==> src/rtl/mult_ctrl_pkg.sv <==
// mult_ctrl_pkg: shared types, constants and helpers for the execute-stage
// multiplier front-end (operand path and result path both use sext32).
package mult_ctrl_pkg;

    typedef logic [63:0] u64;
    typedef logic [4:0]  u5;
    typedef logic        u1;

    typedef enum logic [1:0] {
        IDLE,
        BUSY,
        DONE
    } mult_state_t;

    localparam int MUL_LAT_DEFAULT = 1;

    function automatic u64 sext32(input logic [31:0] v);
        return {{32{v[31]}}, v};
    endfunction

endpackage

==> src/rtl/mult_ctrl.sv <==
// mult_ctrl: accepts one MUL/MULW request at a time, holds its operands
// stable at the multiplier for the full latency, captures and formats the
// product, and hands it to writeback. A flush kills the in-flight op.
module mult_ctrl
    import mult_ctrl_pkg::*;
#(
    parameter int MUL_LAT = MUL_LAT_DEFAULT
) (
    input  logic        clk,
    input  logic        reset,
    input  logic        flush,
    input  logic        in_valid,
    output logic        in_ready,
    input  logic        in_word,
    input  logic [63:0] in_a,
    input  logic [63:0] in_b,
    input  logic [4:0]  in_rd,
    output logic [63:0] mul_a,
    output logic [63:0] mul_b,
    output logic        mul_signed,
    input  logic [63:0] mul_c,
    output logic        out_valid,
    input  logic        out_ready,
    output logic [63:0] out_data,
    output logic [4:0]  out_rd
);

    localparam int CNT_W = $clog2(MUL_LAT + 1);
    localparam logic [CNT_W-1:0] CNT_LAST = CNT_W'(MUL_LAT);

    mult_state_t      state;
    logic [CNT_W-1:0] cnt;
    u64               op_a;
    u64               op_b;
    u1                op_word;
    u5                rd_q;
    u64               res;
    u1                out_valid_q;

    u1                accept;
    u64               nxt_a;
    u64               nxt_b;

    // A new request may enter when idle, or when the held result is being
    // consumed this same cycle; never during reset or a flush.
    always_comb begin
        in_ready = 1'b0;
        if (!reset && !flush) begin
            case (state)
                IDLE:    in_ready = 1'b1;
                DONE:    in_ready = out_ready;
                default: in_ready = 1'b0;
            endcase
        end
    end

    // MULW operates on the sign-extended low words; MUL passes operands through.
    always_comb begin
        accept = in_valid && in_ready;
        nxt_a  = in_word ? sext32(in_a[31:0]) : in_a;
        nxt_b  = in_word ? sext32(in_b[31:0]) : in_b;
    end

    // Control FSM with latency counter, operand registers and result register.
    always_ff @(posedge clk) begin
        if (reset) begin
            state       <= IDLE;
            cnt         <= '0;
            op_a        <= '0;
            op_b        <= '0;
            op_word     <= 1'b0;
            rd_q        <= '0;
            res         <= '0;
            out_valid_q <= 1'b0;
        end else if (flush) begin
            state       <= IDLE;
            cnt         <= '0;
            out_valid_q <= 1'b0;
        end else begin
            case (state)
                IDLE: begin
                    if (accept) begin
                        op_a    <= nxt_a;
                        op_b    <= nxt_b;
                        op_word <= in_word;
                        rd_q    <= in_rd;
                        cnt     <= '0;
                        state   <= BUSY;
                    end
                end
                BUSY: begin
                    if (cnt == CNT_LAST) begin
                        res         <= op_word ? sext32(mul_c[31:0]) : mul_c;
                        out_valid_q <= 1'b1;
                        state       <= DONE;
                    end else begin
                        cnt <= cnt + 1'b1;
                    end
                end
                DONE: begin
                    if (out_ready) begin
                        out_valid_q <= 1'b0;
                        if (accept) begin
                            op_a    <= nxt_a;
                            op_b    <= nxt_b;
                            op_word <= in_word;
                            rd_q    <= in_rd;
                            cnt     <= '0;
                            state   <= BUSY;
                        end else begin
                            state <= IDLE;
                        end
                    end
                end
                default: begin
                    state <= IDLE;
                end
            endcase
        end
    end

    assign mul_a      = op_a;
    assign mul_b      = op_b;
    assign mul_signed = op_word;
    assign out_valid  = out_valid_q;
    assign out_data   = res;
    assign out_rd     = rd_q;

endmodule

==> config.mk <==
export PLATFORM = sky130hd
export DESIGN_NAME = mult_ctrl
export DESIGN_NICKNAME = d
export VERILOG_FILES = /design/src/rtl/mult_ctrl_pkg.sv /design/src/rtl/mult_ctrl.sv
export SDC_FILE = /design/constraint.sdc
export NUM_CORES = 1
export LEC_CHECK = 0
export CORE_AREA = 2 2 152 229
export DETAILED_ROUTE_END_ITERATION = 6
export DIE_AREA = 0 0 154 231
export MAX_ROUTING_LAYER = met4
export PLACE_DENSITY = 0.61
export SYNTH_ARGS = -nofsm -noshare
export SYNTH_HDL_FRONTEND = slang
export SYNTH_SLANG_ARGS = --single-unit
==> constraint.sdc <==
create_clock -name clk -period 4.2 [get_ports clk]
set_input_delay 0.84 -clock clk [delete_from_list [all_inputs] [get_ports clk]]
set_output_delay 0.84 -clock clk [all_outputs]
set_load 0.01 [all_outputs]
==> flow_summary.json <==
{
  "period_used_pct": 78.1,
  "max_stage_delay_ns": 0.55,
  "place_congestion": 0.759,
  "max_freq_mhz": 305,
  "crit_path_start_kind": "primary input",
  "max-slew-margin-rel_pct": 17.8,
  "clock-sinks": 202,
  "dr.first_iter.drc_count": 349,
  "core_sq_um": 33800,
  "grt_pass1_vias": 7690,
  "p_leak_nw": 4.77,
  "post_synth.cell_area_avg_sq_um": 9.80,
  "viasPerCell": 4.72,
  "chipArea_sq_um": 35600,
  "fillers": 3311,
  "cts_made_buffers": 22,
  "finalSetupTns_ns": 0,
  "crit_chain": "clkdlybuf4s50_1 -> nor2_1 -> and3_1 -> clkdlybuf4s50_1",
  "cp.required_ns": 3.36,
  "syn_to_final_growth_pct": 59.9,
  "cp-startpoint": "flush",
  "maxCapViolations": 0,
  "vias": 7676,
  "die_w_um": 154,
  "fin_crit_ns": 3.28,
  "postCtsSetupRepairBufs": 0,
  "synth-edff-count": 0,
  "status": "finished clean",
  "ys_cells": 846,
  "hold_depth": 2,
  "setup_violations": 0,
  "tritoncts": "built",
  "drive_above_1_share_pct": 8.33,
  "post-dp-hpwl_mm": 19.2,
  "cts-hold-fix-buffers": 0,
  "total_power_mw": 4.52,
  "finalClockSkew_ns": 0.00881,
  "worstHoldStart": "out_data[7]",
  "peakVddDrop_mv": 0.236,
  "antenna_cells": 0,
  "clockBufferDepth": 3,
  "placed_cell_area_sq_um": 12600,
  "cts_max_level": 1,
  "ff_latch_area_sq_um": 4040,
  "ys.flop_type": "dfxtp_1",
  "log.warning_count": 28,
  "lay_top_count": "clkdlybuf4s50_1",
  "worstRegToRegCells": 4,
  "hold_end": "out_data[7]",
  "grt_pass1_wl_mm": 44.3,
  "synthCells": 846,
  "ctsResizeCount": 0,
  "layout_top_cells": "clkdlybuf4s50_1 (400), dfxtp_1 (202), a211oi_1 (96), nor2b_1 (70), a21oi_1 (66)",
  "cp_slowest_cell": "clkdlybuf4s50_1",
  "fp_nets": 1049,
  "ys_seq_share_pct": 48.8,
  "design_area_sq_um": 13300,
  "path_max_fanout": 6,
  "antenna_found_initial": 0,
  "io_buffers": 402,
  "initial_core_util_pct": 24.6,
  "syn_area_sq_um": 8290,
  "drt_pass1_iterations": 4,
  "reg2reg_from": "state[0]",
  "gr-total-overflow": 0,
  "drc": 0,
  "r2r_end": "mul_b[21]",
  "ys_ff": 202,
  "die_h_um": 231,
  "wl_mm": 29.0,
  "grt_max_degree": 188,
  "pre_cts_slack_ns": 0.919,
  "logic_area_sq_um": 3850,
  "root_buffer": "clkbuf_16",
  "holdWs_ns": 0.452,
  "critPathMostFrequentCell": "clkdlybuf4s50_1",
  "clk_latency_ns": 0.51,
  "num_rows": 83,
  "routedWlPerCell_um": 17.8,
  "hold_class": "reg2reg",
  "final_nets": 1391,
  "worst_pin_slew_ns": 1.23,
  "ff2ff_setup_slack_ns": 2.30,
  "drv_slew": 0,
  "ys_warn_count": 0,
  "ys_async_sr_fraction_pct": 0,
  "endpoint_kind": "output port",
  "synth.distinct_cells": 33,
  "synth_chip_area_sq_um": 8290,
  "rsz0062_at_grt": "no",
  "pin_count": 403,
  "worstSetupPathType": "in2out",
  "cts.reportedPaths.clkPinSlew_ns": 0.06,
  "final_antenna_net_count": 0,
  "fin_ws_ns": 0.921,
  "p_per_area_nw_per_um2": 341,
  "critPathArrivalTime_ns": 2.44,
  "finalHoldViolations": 0,
  "track_usage_pct": 16.0
}
## per-layer routing
metal	routed length (um)	GRT usage, %
met1	11500	18.0
met2	15000	28.4
met3	1750	2.95
met4	709	5.40
met5	0	-
## how the worst max path moves through the flow
stage          endpoint  depth (start not counted)  slack [ns]
2_1_floorplan  in_ready                          5        1.70
3_3_place_gp   in_ready                          4        0.97
3_5_place_dp   in_ready                          4        0.92
4_1_cts        in_ready                          4        0.93
5_1_grt        in_ready                          4        0.85
6_report       in_ready                          4        0.92
## registers in the layout (all words and copies together), names as in the netlist
name and flops:
state 2, out_rd 5, out_valid 1, mul_a 64
out_data 64, cnt 1, mul_signed 1, mul_b 64
## area by class of cell
cell class,count,area share [%]
clock buffer,30,4.76
clock inverter,7,0.311
inverter,2,0.0566
multi-input combinational,547,29.1
sequential,202,30.5
tap,425,4.01
timing repair buffer,413,31.3
## cells in the mapped netlist, types with 2 or more instances
master    instances  share of area [%]
dfxtp_1         202                 49
a211oi_1         96                8.7
nor2b_1          70                5.3
a21oi_1          66                4.0
nand2_1          65                2.9
a31oi_1          64                4.8
mux2i_1          64                7.7
clkbuf_1         55                2.5
mux2_2           48                6.5
nor2_1           34                1.5
buf_2            33                2.0
mux2_1           20                2.7
buf_1             3               0.14
buf_4             2               0.18
buf_6             2               0.27
nand4_1           2               0.15
nor3_1            2               0.12
o21a_1            2               0.18
o31ai_1           2               0.18
## power breakdown
| part | total (mW) | leakage (nW) | internal [mW] | switching, mW |
|---|---|---|---|---|
| combinational | 0.657 | 2.79 | 0.398 | 0.258 |
| clock | 1.84 | 0.334 | 1.05 | 0.793 |
| sequential | 2.02 | 1.64 | 1.99 | 0.0347 |
| total | 4.52 | 4.77 | 3.43 | 1.09 |
## logic make-up after synthesis
logic type / after synthesis / share of synthesized area [%]
simple gates: 182 / 11.0
mux: 132 / 17.0
flops: 202 / 48.8
compound gates: 233 / 18.1
buf+inv: 97 / 5.16
## through the flow
stage,utilization (%),std cells
after detailed placement,37.3,1589
final,39.3,1626
after floorplan,-,846
after global routing,39.3,1626
after CTS,39.3,1626
after global placement,37.3,1589
## worst max-delay path, delay by kind of cell
kind / cells / cell delay [ns]
buf+inv: 2 / 1.08
simple gates: 2 / 0.52
Figure 1. Clock wires, drivers and flops.
(1 px per um)
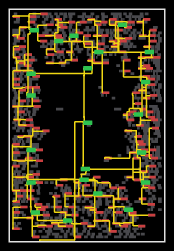
legend:
  clock wires:
    colour: yellow
    length: 3,010 um
  flip-flops:
    colour: red
    count: 202
  cells driving clock nets:
    colour: green
    count: 22
flops lie: spread over the die
routed clock nets: 23

Figure 2. Signal wires on met4.
(1.5 px per um) Cells faint in the background.
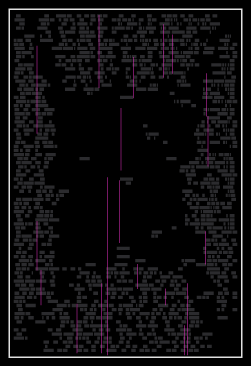
longest straight run: 118 um
wire length on this layer: 709 um
nets with wire on the layer: 10

Power is estimated from default activity; no workload was simulated.
